**config.mk**
```make
export PLATFORM = sky130hd
export DESIGN_NAME = droop_brake_ctrl
export DESIGN_NICKNAME = d
export VERILOG_FILES = /design/src/rtl/droop_brake_ctrl.sv
export SDC_FILE = /design/constraint.sdc
export NUM_CORES = 1
export LEC_CHECK = 0
export CAP_MARGIN = 20
export CORE_MARGIN = 5
export CORE_UTILIZATION = 45
export CTS_CLUSTER_DIAMETER = 200
export DETAILED_ROUTE_END_ITERATION = 16
export GPL_TIMING_DRIVEN = 0
export HOLD_SLACK_MARGIN = 0.06
export PLACE_DENSITY = 0.68
export SYNTH_ARGS = -nofsm -noshare
export SYNTH_HDL_FRONTEND = slang
export SYNTH_SLANG_ARGS = --single-unit
```
**constraint.sdc**
```tcl
create_clock -name refclk -period 13.1 [get_ports refclk]
set_clock_uncertainty 0.2 [all_clocks]
set_input_delay 2.62 -clock refclk [delete_from_list [all_inputs] [get_ports refclk]]
set_output_delay 2.62 -clock refclk [all_outputs]
set_load 0.01 [all_outputs]
```
**src/rtl/droop_brake_ctrl.sv**
```systemverilog
`timescale 1ns/1ps
// droop_brake_ctrl
//   Supply-droop brake controller in front of the PLL feedback divider.
//   A droop alarm cuts the divide ratio by a clamped step. The cut is held
//   for HOLD_CYC cycles after the alarm clears, then ramped back to zero.
// Ports
//   refclk        reference clock, sole clock
//   resetn        asynchronous active-low reset
//   brake         droop alarm, asynchronous level input (2-flop synchronized)
//   divn          programmed divide ratio, signed, quasi-static
//   brake_state   0=BRAKES_OFF 1=BRAKES_APPLIED 2=BRAKES_HOLD 3=BRAKES_RELEASE
//   delta_n       signed divide-ratio reduction, registered
//   delta_f       delta_n*FSTEP, combinational from registered delta_n
//   brake_events  count of brake assertions, saturating
module droop_brake_ctrl #(
    parameter int STEP_N    = 8,
    parameter int MIN_DIVN  = 4,
    parameter int HOLD_CYC  = 64,
    parameter int RAMP_CYC  = 16,
    parameter int RAMP_STEP = 1,
    parameter int FSTEP     = 1000
) (
    input  logic               refclk,
    input  logic               resetn,
    input  logic               brake,
    input  logic signed [31:0] divn,
    output logic        [1:0]  brake_state,
    output logic signed [63:0] delta_n,
    output logic signed [63:0] delta_f,
    output logic        [15:0] brake_events
);

    localparam int unsigned CNT_W = 32;
    localparam int unsigned EVT_W = 16;

    typedef enum logic [1:0] {
        BRAKES_OFF     = 2'd0,
        BRAKES_APPLIED = 2'd1,
        BRAKES_HOLD    = 2'd2,
        BRAKES_RELEASE = 2'd3
    } brake_state_t;

    logic                    r_sync1;
    logic                    r_sync2;
    brake_state_t            r_state;
    brake_state_t            w_state_nxt;
    logic signed [63:0]      r_delta_n;
    logic signed [63:0]      w_delta_n_nxt;
    logic        [CNT_W-1:0] r_hold_cnt;
    logic        [CNT_W-1:0] w_hold_nxt;
    logic        [CNT_W-1:0] r_ramp_cnt;
    logic        [CNT_W-1:0] w_ramp_nxt;
    logic        [EVT_W-1:0] r_brake_events;
    logic        [EVT_W-1:0] w_events_nxt;
    logic        [EVT_W-1:0] w_events_inc;
    logic signed [63:0]      w_avail;
    logic signed [63:0]      w_step_eff;
    logic signed [63:0]      w_dec;
    logic signed [63:0]      w_dec_clamped;
    logic                    w_brake_s;

    assign w_brake_s = r_sync2;

    // Brake alarm synchronizer.
    always_ff @(posedge refclk or negedge resetn) begin
        if (!resetn) begin
            r_sync1 <= 1'b0;
            r_sync2 <= 1'b0;
        end else begin
            r_sync1 <= brake;
            r_sync2 <= r_sync1;
        end
    end

    // Step clamped so the divider target never drops below MIN_DIVN.
    assign w_avail = 64'(divn) - 64'(MIN_DIVN);
    always_comb begin
        w_step_eff = w_avail;
        if (w_avail < 64'sd0) begin
            w_step_eff = 64'sd0;
        end else if (w_avail > 64'(STEP_N)) begin
            w_step_eff = 64'(STEP_N);
        end
    end

    assign w_dec         = r_delta_n - 64'(RAMP_STEP);
    assign w_dec_clamped = (w_dec < 64'sd0) ? 64'sd0 : w_dec;
    assign w_events_inc  = (r_brake_events == {EVT_W{1'b1}}) ? r_brake_events
                                                             : r_brake_events + EVT_W'(1);

    // Next-state logic; a synchronized brake always beats counter expiry.
    always_comb begin
        w_state_nxt   = r_state;
        w_delta_n_nxt = r_delta_n;
        w_hold_nxt    = r_hold_cnt;
        w_ramp_nxt    = r_ramp_cnt;
        w_events_nxt  = r_brake_events;
        case (r_state)
            BRAKES_OFF: begin
                if (w_brake_s) begin
                    w_state_nxt   = BRAKES_APPLIED;
                    w_delta_n_nxt = w_step_eff;
                    w_events_nxt  = w_events_inc;
                end
            end
            BRAKES_APPLIED: begin
                if (w_brake_s) begin
                    w_delta_n_nxt = w_step_eff;
                end else begin
                    w_state_nxt = BRAKES_HOLD;
                    w_hold_nxt  = CNT_W'(HOLD_CYC - 1);
                end
            end
            BRAKES_HOLD, BRAKES_RELEASE: begin
                if (w_brake_s) begin
                    w_state_nxt   = BRAKES_APPLIED;
                    w_delta_n_nxt = w_step_eff;
                    w_events_nxt  = w_events_inc;
                    w_hold_nxt    = CNT_W'(HOLD_CYC - 1);
                    w_ramp_nxt    = CNT_W'(RAMP_CYC - 1);
                end else if (r_state == BRAKES_HOLD) begin
                    if (r_hold_cnt == '0) begin
                        w_state_nxt = BRAKES_RELEASE;
                        w_ramp_nxt  = CNT_W'(RAMP_CYC - 1);
                    end else begin
                        w_hold_nxt = r_hold_cnt - CNT_W'(1);
                    end
                end else if (r_ramp_cnt == '0) begin
                    w_delta_n_nxt = w_dec_clamped;
                    w_ramp_nxt    = CNT_W'(RAMP_CYC - 1);
                    if (w_dec_clamped == 64'sd0) begin
                        w_state_nxt = BRAKES_OFF;
                    end
                end else begin
                    w_ramp_nxt = r_ramp_cnt - CNT_W'(1);
                end
            end
            default: begin
                w_state_nxt = BRAKES_OFF;
            end
        endcase
    end

    // State and datapath registers.
    always_ff @(posedge refclk or negedge resetn) begin
        if (!resetn) begin
            r_state        <= BRAKES_OFF;
            r_delta_n      <= 64'sd0;
            r_hold_cnt     <= '0;
            r_ramp_cnt     <= '0;
            r_brake_events <= '0;
        end else begin
            r_state        <= w_state_nxt;
            r_delta_n      <= w_delta_n_nxt;
            r_hold_cnt     <= w_hold_nxt;
            r_ramp_cnt     <= w_ramp_nxt;
            r_brake_events <= w_events_nxt;
        end
    end

    assign brake_state  = r_state;
    assign delta_n      = r_delta_n;
    assign delta_f      = r_delta_n * 64'(FSTEP);
    assign brake_events = r_brake_events;

endmodule

```
Fig. 1: cell outlines without signal wires
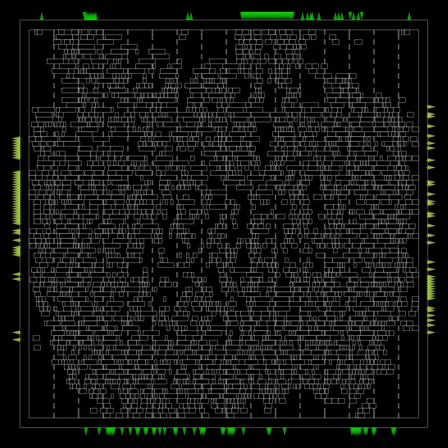
Core Footprint: 47,550 um^2
TAP cells: 615
share of the core filled with cells: 51.82%
Final Instance Count excl. Fillers: 3,352

Fig. 2: cells coloured by class
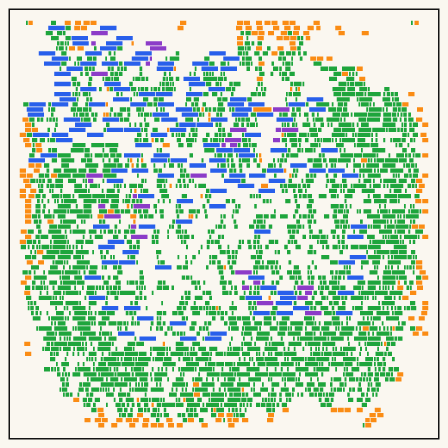
[clock drivers and dummy loads] purple | cells: 32 | share of their area: 2.4%
[sequential cells] blue | cells: 147 | share of their area: 15%
[remaining buffers and delay cells] orange | cells: 225 | share of their area: 8.4%
[remaining logic cells] green | cells: 2,333 | share of their area: 74%

==> metrics.cfg <==
[placement]
port_buffers = 176
pre_cts_ws_ns = 2.689
dp_hpwl_mm = 50.40
gpl.final_weighted_congestion = 0.9516
dp.cells = 3320

[floorplan]
die_size_um2 = 52240
core_util_floorplan_pct = 45.22
design.portCount = 181
die_height_um = 228.6

[clock_tree]
post_cts_resize_count = 0
clk_latency_late_pin_ns = 0.45
tritoncts_num_sinks = 147
clkSlewWorstSetupHoldPaths_ns = 0.08
cts_tree = built
numCtsBuffers = 17
cts_hold_repair.buffers = 0
post_cts_buffers = 0

[synthesis]
ys.flop_type = dfrtp_1
syn-cell-area_um2 = 21500
synthDominantCellAreaShare_pct = 20.30
seq_area_frac_synth_pct = 17.11
ys_chip_area_um2 = 21500
ys.warnings.count = 0
synth_area_leader_cell = fa_1
postSynthRegisterBits = 147
yosys.cell_types.count = 92
yosysCellCount = 2525
number_of_enable_type_register_cells_in_the_synthesized_netlist = 0
synth.most_common_cell = inv_1
netlist_top_cells_count = inv_1 (555), ha_1 (270), fa_1 (218)
netlist_top_cells_area = fa_1 (20%), dfrtp_1 (17%), ha_1 (16%)
syn-instance-count = 2525
post_synth.cell_area_avg_um2 = 8.514

[route]
drt_pass1_iterations = 6
detail-route-antenna-nets = 0
drt_first_iter_violations = 1124
detail_route.wirelength_mm = 62.30
drc = 0
post_drt_via_cell_ratio = 5.520
route.vias.total = 18500
routed_wire_length_per_instance_um = 18.58

[power_and_ir_drop]
p_leak_nw = 12.35

[setup_path]
critPathCaptureType = output pin
start_kind = register
regToRegSetupSlack_ns = 7.63
cp_data_required_time_ns = 10.28
criticalPathCategory = register to output pin
worst-path-max-fanout = 11

[grt]
grt_overflow = 0
number_of_global_route_vias_before_repair = 18890
globalRouteTotalUtil_pct = 23.64
largest_net_degree_at_the_start_of_global_routing = 82
antenna_found_initial = 0
grt_first_pass_wirelength_mm = 101.3

[job]
log.warning_count = 116

[cells_and_area]
drive_gt1_share_pct = 3.069
fillers = 4596
nNetsFinal = 3247

[timing]
max_slew.worst_pin.slew_ns = 1.173
fin_setup_tns_ns = 0
hold_viol = 0
timing.hold.ws_ns = 0.1528
rsz0062_at_grt = no
finalSetupViolCount = 0
final_min_period_over_clock_period_pct = 82.88
worst_slew_margin_rel_pct = 21.07

[hold_path]
hp-class = register to register

[outcome]
outcome = finished clean

-- kinds of logic after synthesis --
logic type | synth area share [%]
AOI/OAI and AO/OA | 14.37
xor gates and xnor gates | 6.396
adders and majority gates | 36.01
buffers and inverters | 10.72
DFF | 17.11
muxes | 0.2503
other | 0.01744
and+or+nand+nor | 15.12
-- per-layer routing --
layer | vias up | global-route usage (%) | share of wire, %
li1 | 8716 | - | -
met1 | 9201 | 32.03 | 44
met2 | 513 | 40.92 | 50
met4 | 0 | 5.275 | 1.7
met3 | 73 | 2.770 | 4.9
met5 | - | 0 | 0
-- cell usage in the layout, fill, tap and decap left out, types with 37 or more instances in the layout --
cell type        synthesis  final
xor2_1                  42     42
clkbuf_1                36     37
xnor2_1                115    115
clkdlybuf4s50_1          0    175
nand2_1                147    147
a21oi_1                156    156
or3_1                   39     39
nor3_1                  52     52
nand4_1                 38     38
o21ai_0                126    126
nor2_1                 144    144
ha_1                   270    270
fa_1                   218    218
nand3_1                 61     61
inv_1                  555    555
dfrtp_1                147    147
-- stage by stage --
stage          power (mW)  area, um^2
2_1_floorplan       4.085       21510
3_3_place_gp        5.814       24040
3_5_place_dp        5.877       24070
4_1_cts             6.400       24640
5_1_grt             7.017       24640
6_report            6.416       24640
-- path summary, 6_finish.rpt --
kind / start / end / depth (start not counted)
setup / recovery: delta_n[12] / delta_f[60] / 18
hold / removal: r_sync1 / r_sync2 / 0
setup reg to reg: delta_n[0] / brake_state[0] / 13
hold reg to reg: r_sync1 / r_sync2 / 0
max in group asynchronous: resetn / brake_events[0] / 2
min in group asynchronous: resetn / delta_n[1] / 1
-- critical path, cell delays in order, from the launching register on --
cell	delay (ns)
dfrtp_1	0.66
inv_1	0.39
fa_1	0.55
fa_1	0.49
inv_1	0.05
fa_1	0.50
fa_1	0.49
ha_1	0.39
nand4_1	0.14
a21oi_1	0.20
a21oi_1	0.19
o31ai_1	0.67
o22ai_1	0.34
o21ai_0	0.81
a31oi_1	0.32
a21oi_1	0.43
a41oi_1	0.19
xnor2_1	0.19
clkdlybuf4s50_1	0.56
-- layout make-up --
cell class	count	area [um^2]	area share (%)
tap	615	769.5	3.123
timing repair buffer	177	1790	7.267
sequential	147	3679	14.93
inverter	555	2083	8.455
clock buffer	18	429.2	1.742
multi-input combinational	1778	15530	63.02
clock inverter	14	140.1	0.5688
buffer	48	221.5	0.8988
-- report_power, final --
group          switching, mW  total [mW]  internal (mW)
Sequential             0.123       0.622          0.499
Combinational           3.16        5.30           2.14
Clock                  0.242       0.495          0.253
Total                   3.53        6.42           2.89
-- flip-flops by register name, summed over array words and instances (netlist names) --
register,flops
r_ramp_cnt,32
delta_n,63
brake_events,16
r_sync1,1
brake_state,2
r_hold_cnt,32
r_sync2,1
Power and IR drop assume default switching activity.
